### src/rtl/fifo_port_arb.sv
// ============================================================================
// Module   : fifo_port_arb
// Brief    : Round-robin arbiter in front of a single-port 8-deep FIFO with two
//            writers and one reader, guarded by a shadow occupancy count.
// Revision : 1.0 - initial release
// ============================================================================
`default_nettype none

module fifo_port_arb #(
    parameter int DEPTH = 8,
    parameter int DW    = 32,
    parameter int CW    = 4
) (
    input  logic          clk,
    input  logic          reset,
    input  logic          req_wr0,
    input  logic [DW-1:0] din0,
    input  logic          req_wr1,
    input  logic [DW-1:0] din1,
    input  logic          req_rd,
    output logic          gnt_wr0,
    output logic          gnt_wr1,
    output logic          gnt_rd,
    output logic          wr_en,
    output logic          rd_en,
    output logic [DW-1:0] fifo_din,
    input  logic          fifo_wr_err,
    input  logic          fifo_rd_err,
    input  logic          clr_halt,
    output logic [CW-1:0] occ,
    output logic          halted
);

    localparam logic [1:0]    C_LS_W0 = 2'd0;
    localparam logic [1:0]    C_LS_W1 = 2'd1;
    localparam logic [1:0]    C_LS_R  = 2'd2;
    localparam logic [CW-1:0] C_DEPTH = CW'(DEPTH);
    localparam logic [CW-1:0] C_ONE   = CW'(1);

    typedef enum logic [0:0] {
        ST_RUN  = 1'b0,
        ST_HALT = 1'b1
    } state_t;

    state_t        state_q, state_d;
    logic [CW-1:0] occ_q, occ_d;
    logic [1:0]    last_q, last_d;

    logic w_el_w0, w_el_w1, w_el_r;
    logic w_g0, w_g1, w_gr;

    always_comb begin
        w_el_w0 = req_wr0 && (occ_q < C_DEPTH);
        w_el_w1 = req_wr1 && (occ_q < C_DEPTH);
        w_el_r  = req_rd  && (occ_q != '0);
        w_g0    = 1'b0;
        w_g1    = 1'b0;
        w_gr    = 1'b0;

        // Search starts at the requester after the last one served.
        if ((state_q == ST_RUN) && !reset) begin
            case (last_q)
                C_LS_W0: begin
                    if      (w_el_w1) w_g1 = 1'b1;
                    else if (w_el_r)  w_gr = 1'b1;
                    else if (w_el_w0) w_g0 = 1'b1;
                end
                C_LS_W1: begin
                    if      (w_el_r)  w_gr = 1'b1;
                    else if (w_el_w0) w_g0 = 1'b1;
                    else if (w_el_w1) w_g1 = 1'b1;
                end
                default: begin
                    if      (w_el_w0) w_g0 = 1'b1;
                    else if (w_el_w1) w_g1 = 1'b1;
                    else if (w_el_r)  w_gr = 1'b1;
                end
            endcase
        end
    end

    always_comb begin
        state_d = state_q;
        occ_d   = occ_q;
        last_d  = last_q;

        case (state_q)
            ST_RUN:  if (fifo_wr_err || fifo_rd_err) state_d = ST_HALT;
            ST_HALT: if (clr_halt && !fifo_wr_err && !fifo_rd_err) state_d = ST_RUN;
            default: state_d = ST_RUN;
        endcase

        if (w_g0 || w_g1) begin
            occ_d = occ_q + C_ONE;
        end else if (w_gr) begin
            occ_d = occ_q - C_ONE;
        end

        if (w_g0)      last_d = C_LS_W0;
        else if (w_g1) last_d = C_LS_W1;
        else if (w_gr) last_d = C_LS_R;
    end

    always_ff @(posedge clk) begin
        if (reset) begin
            state_q <= ST_RUN;
            occ_q   <= '0;
            last_q  <= C_LS_R;
        end else begin
            state_q <= state_d;
            occ_q   <= occ_d;
            last_q  <= last_d;
        end
    end

    assign gnt_wr0  = w_g0;
    assign gnt_wr1  = w_g1;
    assign gnt_rd   = w_gr;
    assign wr_en    = w_g0 | w_g1;
    assign rd_en    = w_gr;
    assign fifo_din = w_g0 ? din0 : (w_g1 ? din1 : '0);
    assign occ      = occ_q;
    assign halted   = (state_q == ST_HALT);

endmodule

`default_nettype wire
### config.mk
export PLATFORM = sky130hd
export DESIGN_NAME = fifo_port_arb
export DESIGN_NICKNAME = d
export VERILOG_FILES = /design/src/rtl/fifo_port_arb.sv
export SDC_FILE = /design/constraint.sdc
export NUM_CORES = 1
export LEC_CHECK = 0
export CORE_ASPECT_RATIO = 0.75
export CORE_MARGIN = 4
export CORE_UTILIZATION = 26
export DETAILED_ROUTE_END_ITERATION = 12
export PLACE_DENSITY_LB_ADDON = 0.3
export SLEW_MARGIN = 20
export SYNTH_ARGS = -nofsm -noshare
export SYNTH_HDL_FRONTEND = slang
export SYNTH_SLANG_ARGS = --single-unit
export TNS_END_PERCENT = 50
### constraint.sdc
create_clock -name clk -period 3 [get_ports clk]
set_input_delay 0.45 -clock clk [delete_from_list [all_inputs] [get_ports clk]]
set_output_delay 0.45 -clock clk [all_outputs]
set_load 0.02 [all_outputs]
Figure 1. Cells by drive strength (run 1).
The bar under the picture is 20 um long.
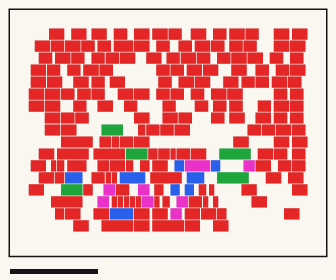
drive 1 or less: in red, cells 190, share 90%. drive 6 and up: in green, cells 5, share 2.4%. drive 3 to 4: in magenta, cells 8, share 3.8%. drive 2: in blue, cells 8, share 3.8%.
Non-Clock Buffer Count: 122
area grow syn2layout: 155%

Figure 2. Signal wires by layer (run 1).
The bar under the picture is 20 um long.
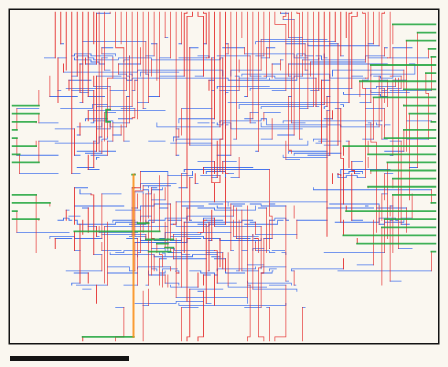
met3: in green, wire length 293 um. met2: in red, wire length 2,140 um. met1: in blue, wire length 1,640 um. met4: in orange, wire length 27.2 um.
vias: 1,203
GR Util All Layers: 19.4%

Figure 3. Pin placement (run 1).
The bar under the picture is 20 um long. Pins as bars across the die edge, other pins in grey.
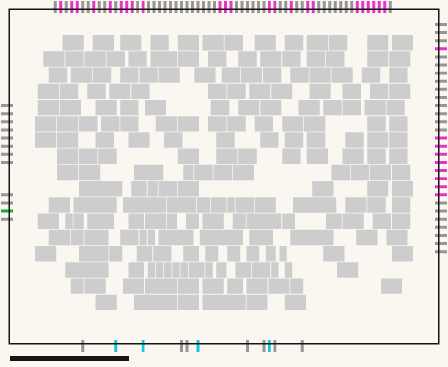
din1: in magenta, pins 32, direction input, edge 23 top, 9 right. halted: in green, pins 1, direction output, edge left. occ: in cyan, pins 4, direction output, edge bottom.
All pins by edge: 62 top, 29 right, 12 left, 11 bottom.
die height: 55.8 um
width of the die: 71.7 um

==> reports/qor.txt, run 1 <==
Clk pwr share -> 20.9%
Placement Setup Slack -> -0.0969 ns
fin nets -> 285
tool warning count -> 26
Clock Tree Buf Depth -> 2
register share after synthesis -> 17.7%
Seq power -> 0.123 mW
DRC errors left -> 0
Final Util -> 68.9%
TritonCTS Buffers -> 3
WL final -> 4100 um
routing usage on met1 -> 22.9%
CTS Sinks -> 7
filler instances -> 244
register area -> 140 um2
status -> completed
Peak Freq -> 347 MHz
leak pwr -> 0.944 nW
Data required, critical path -> 2.55 ns
wire per inst -> 16.5 um
# hold bufs at CTS -> 0
Final ANT Viol Nets -> 0
worst hold endpoint -> halted$_SDFF_PP0_
TritonCTS clock tree -> built
cycle use final -> 96.2%
fin area -> 2020 um2
minimum clock period -> 2.89 ns
element type at the critical path start -> primary input
Post CTS Setup Buffer Count -> 0
Area after DPL -> 2010 um2
r2r worst-path depth -> 9
synth warn -> 0
first-pass GRT wire length -> 6150 um
Comb gates -> 74
Worst path max stage delay -> 0.60 ns
yosys cell count -> 94
DP HPWL -> 3340 um
peak supply drop -> 0.348 mV
total die size -> 4000 um2
YS chip area -> 792 um2
cell count after synthesis -> 94
RSZ-0062 raised after global routing -> false
tap cell count -> 38
Seq area share -> 6.93%
Comb power frac -> 59.6%
reg-to-reg startpoint -> occ[3]$_SDFFE_PP0P_
DR iter-0 viols -> 46
Port Buffers -> 113
switching power total -> 0.218 mW
run 1: cell usage after synthesis (all sizes together), types with 2 or more instances:
cell type	n	area, um2
buf	5	33.8
nand4b	2	17.5
a21oi	2	10.0
clkbuf	4	15.0
nand2b	4	25.0
nor2b	2	12.5
a22o	32	280
inv	4	15.0
nor3	3	15.0
or2	3	18.8
mux2i	3	30.0
nor2	8	32.5
dfxtp	7	140
run 1: how the worst max path moves through the flow:
stage	startpoint	to	slack [ns]	cells after the start
5_1_grt	reset	gnt_wr0	0.05	6
3_3_place_gp	reset	fifo_din[18]	-0.07	7
4_1_cts	reset	gnt_wr1	0.07	6
3_5_place_dp	reset	fifo_din[18]	-0.1	7
2_1_floorplan	occ[0]$_SDFFE_PP0P_	fifo_din[22]	0.59	5
6_report	reset	wr_en	0.11	7
run 1: what timing repair did:
action / CTS / global route
gates resized: 32 / 1
hold endpoints to repair: 0 / 0
endpoints found under the setup margin: 32 / 1
run 1: registers in the layout, indices dropped and copies added (netlist names):
register  flops
occ           4
last_q        2
halted        1
run 1: cells by family after synthesis:
logic type / Yosys count / share of synthesized area, %
xor+xnor: 1 / 1.11
mux: 4 / 5.21
fa+ha+maj: 1 / 1.58
flops: 7 / 17.7
compound gates: 42 / 47.7
simple gates: 26 / 18.6
buf+inv: 13 / 8.06
run 1: placed cells by master (no fill, tap or decap), drive strengths merged, types with 2 or more instances in the layout:
cell,n
clkdlybuf4s50,80
a22o,32
dlygate4sd2,32
buf,9
nor2,8
dfxtp,7
nand2b,4
inv,4
clkbuf,4
or2,3
mux2i,3
nor3,3
a21oi,2
nand4b,2
nor2b,2
run 1: per-layer routing:
metal | up-vias | wire, um
met1 | 541 | 1640
met3 | 2 | 293
met2 | 57 | 2140
li1 | 603 | -
met4 | 0 | 27
met5 | - | 0
==> run 2: changes to the inputs <==
==> constraint.sdc (replaced) <==
create_clock -name clk -period 3 [get_ports clk]
set_input_delay 0.75 -clock clk [delete_from_list [all_inputs] [get_ports clk]]
set_output_delay 0.75 -clock clk [all_outputs]
set_load 0.02 [all_outputs]
Figure 4. Placed standard cells (run 2).
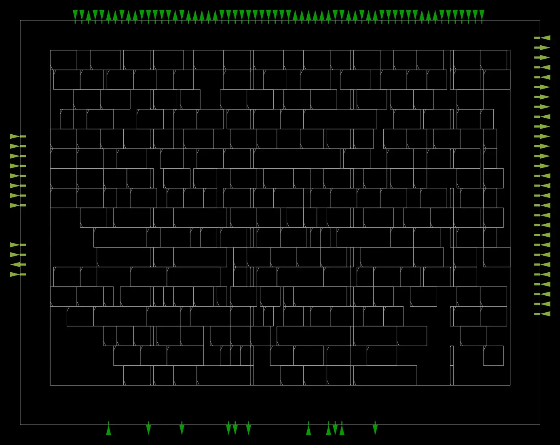
core box area: 2940 um2
Final Util: 76.4%
fin cells: 267

Figure 5. Cells by drive strength (run 2).
The bar under the picture is 20 um long.
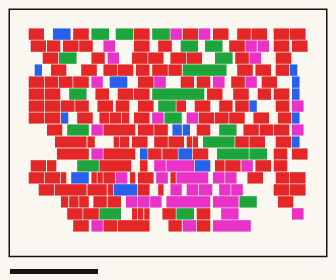
drive 6 and up: in green, cells 21, share 9.2%. drive 2: in blue, cells 17, share 7.4%. drive 1 or less: in red, cells 151, share 66%. drive 3 to 4: in magenta, cells 40, share 17%.
Non-Clock Buffer Count: 140
area grow syn2layout: 183%
fin area: 2240 um2
post-route setup slack: 0.0420 ns

==> reports/qor.txt, run 2 <==
status -> completed
Area contributors post-synth -> a22o_1 35%, dfxtp_1 18%, mux2i_1 3.8%
TritonCTS Buffers -> 3
multiplexer area fraction after synthesis -> 5.21%
DP HPWL -> 3750 um
synth warn -> 0
Top-area cell share -> 35.4%
Top Layout Cells -> 72 x clkdlybuf4s50_1, 32 x buf_4, 31 x a22o_1, 14 x buf_6, 10 x buf_2
WL final -> 5090 um
number of flip-flops in the largest register -> 4
Yosys top cell by area -> a22o_1
DRC errors left -> 0
Peak Freq -> 338 MHz
CTS Sinks -> 7
fin nets -> 303
XOR/XNOR Fraction of Synth Area -> 1.11%
# hold bufs at CTS -> 0
die height -> 55.8 um
WL met2 -> 2690 um
M1 WL -> 1950 um
GR Util All Layers -> 25.3%
first-pass GRT wire length -> 7850 um
simple share -> 18.6%
FA/HA/MAJ Cells, Area Fraction -> 1.58%
Data required, critical path -> 2.25 ns
routing usage on met1 -> 27.8%
Clock Tree Buf Depth -> 2
Port Buffers -> 113
RSZ-0062 raised after global routing -> true
cell count after synthesis -> 94
cycle use final -> 98.6%
most common cell in the netlist -> a22o_1
peak supply drop -> 0.289 mV
leak pwr -> 1.01 nW
aoi share -> 47.7%
routed wl met3 -> 330 um
TritonCTS clock tree -> built
total die size -> 4000 um2
-- run 2: cell count changes in the layout (fill, tap and decap cells not counted), moves of 2 or more --
cell | before | now
or2_4 | 0 | 2
buf_2 | 0 | 10
buf_6 | 0 | 14
clkdlybuf4s15_2 | 0 | 2
buf_4 | 7 | 32
clkdlybuf4s50_1 | 80 | 72
dlygate4sd2_1 | 32 | 6
or2_2 | 3 | 1
-- run 2: worst paths after layout --
kind / start / to / slack [ns] / cells past startpoint
worst max register to register: occ[3]$_SDFFE_PP0P_ / occ[2]$_SDFFE_PP0P_ / 0.52 / 11
worst min register to register: occ[2]$_SDFFE_PP0P_ / occ[3]$_SDFFE_PP0P_ / 0.65 / 2
worst min-delay path: occ[2]$_SDFFE_PP0P_ / occ[3]$_SDFFE_PP0P_ / 0.65 / 2
worst max-delay path: reset / fifo_din[19] / 0.04 / 7
-- run 2: final cells by class --
type / count / area [um2]
Tap cell: 38 / 47.5
Multi-Input combinational cell: 74 / 651
Inverter: 4 / 15.0
Clock buffer: 4 / 45.0
Fill cell: 206 / 693
Sequential cell: 7 / 140
Timing Repair Buffer: 140 / 1340
-- run 2: what timing repair did --
action | 4_1_cts | 5_1_grt
gates resized | 186 | 7
pin swaps | 6 | 2
endpoints found under the setup margin | 37 | 32
buffers inserted | 6 | 2
cloned | 3 | 0
-- run 2: critical path, stage by stage --
cell,delay [ns]
dlygate4sd2_1,0.25
buf_6,0.13
nor4b_4,0.28
o221a_4,0.26
bufbuf_16,0.27
a22o_1,0.13
buf_4,0.14
-- run 2: where the power goes --
part	internal, mW	switching, mW	total, mW
clock network	0.0917	0.0377	0.129
registers	0.108	0.0212	0.129
logic	0.258	0.191	0.449
No activity file was given, so power comes from the tool's default toggle rates.
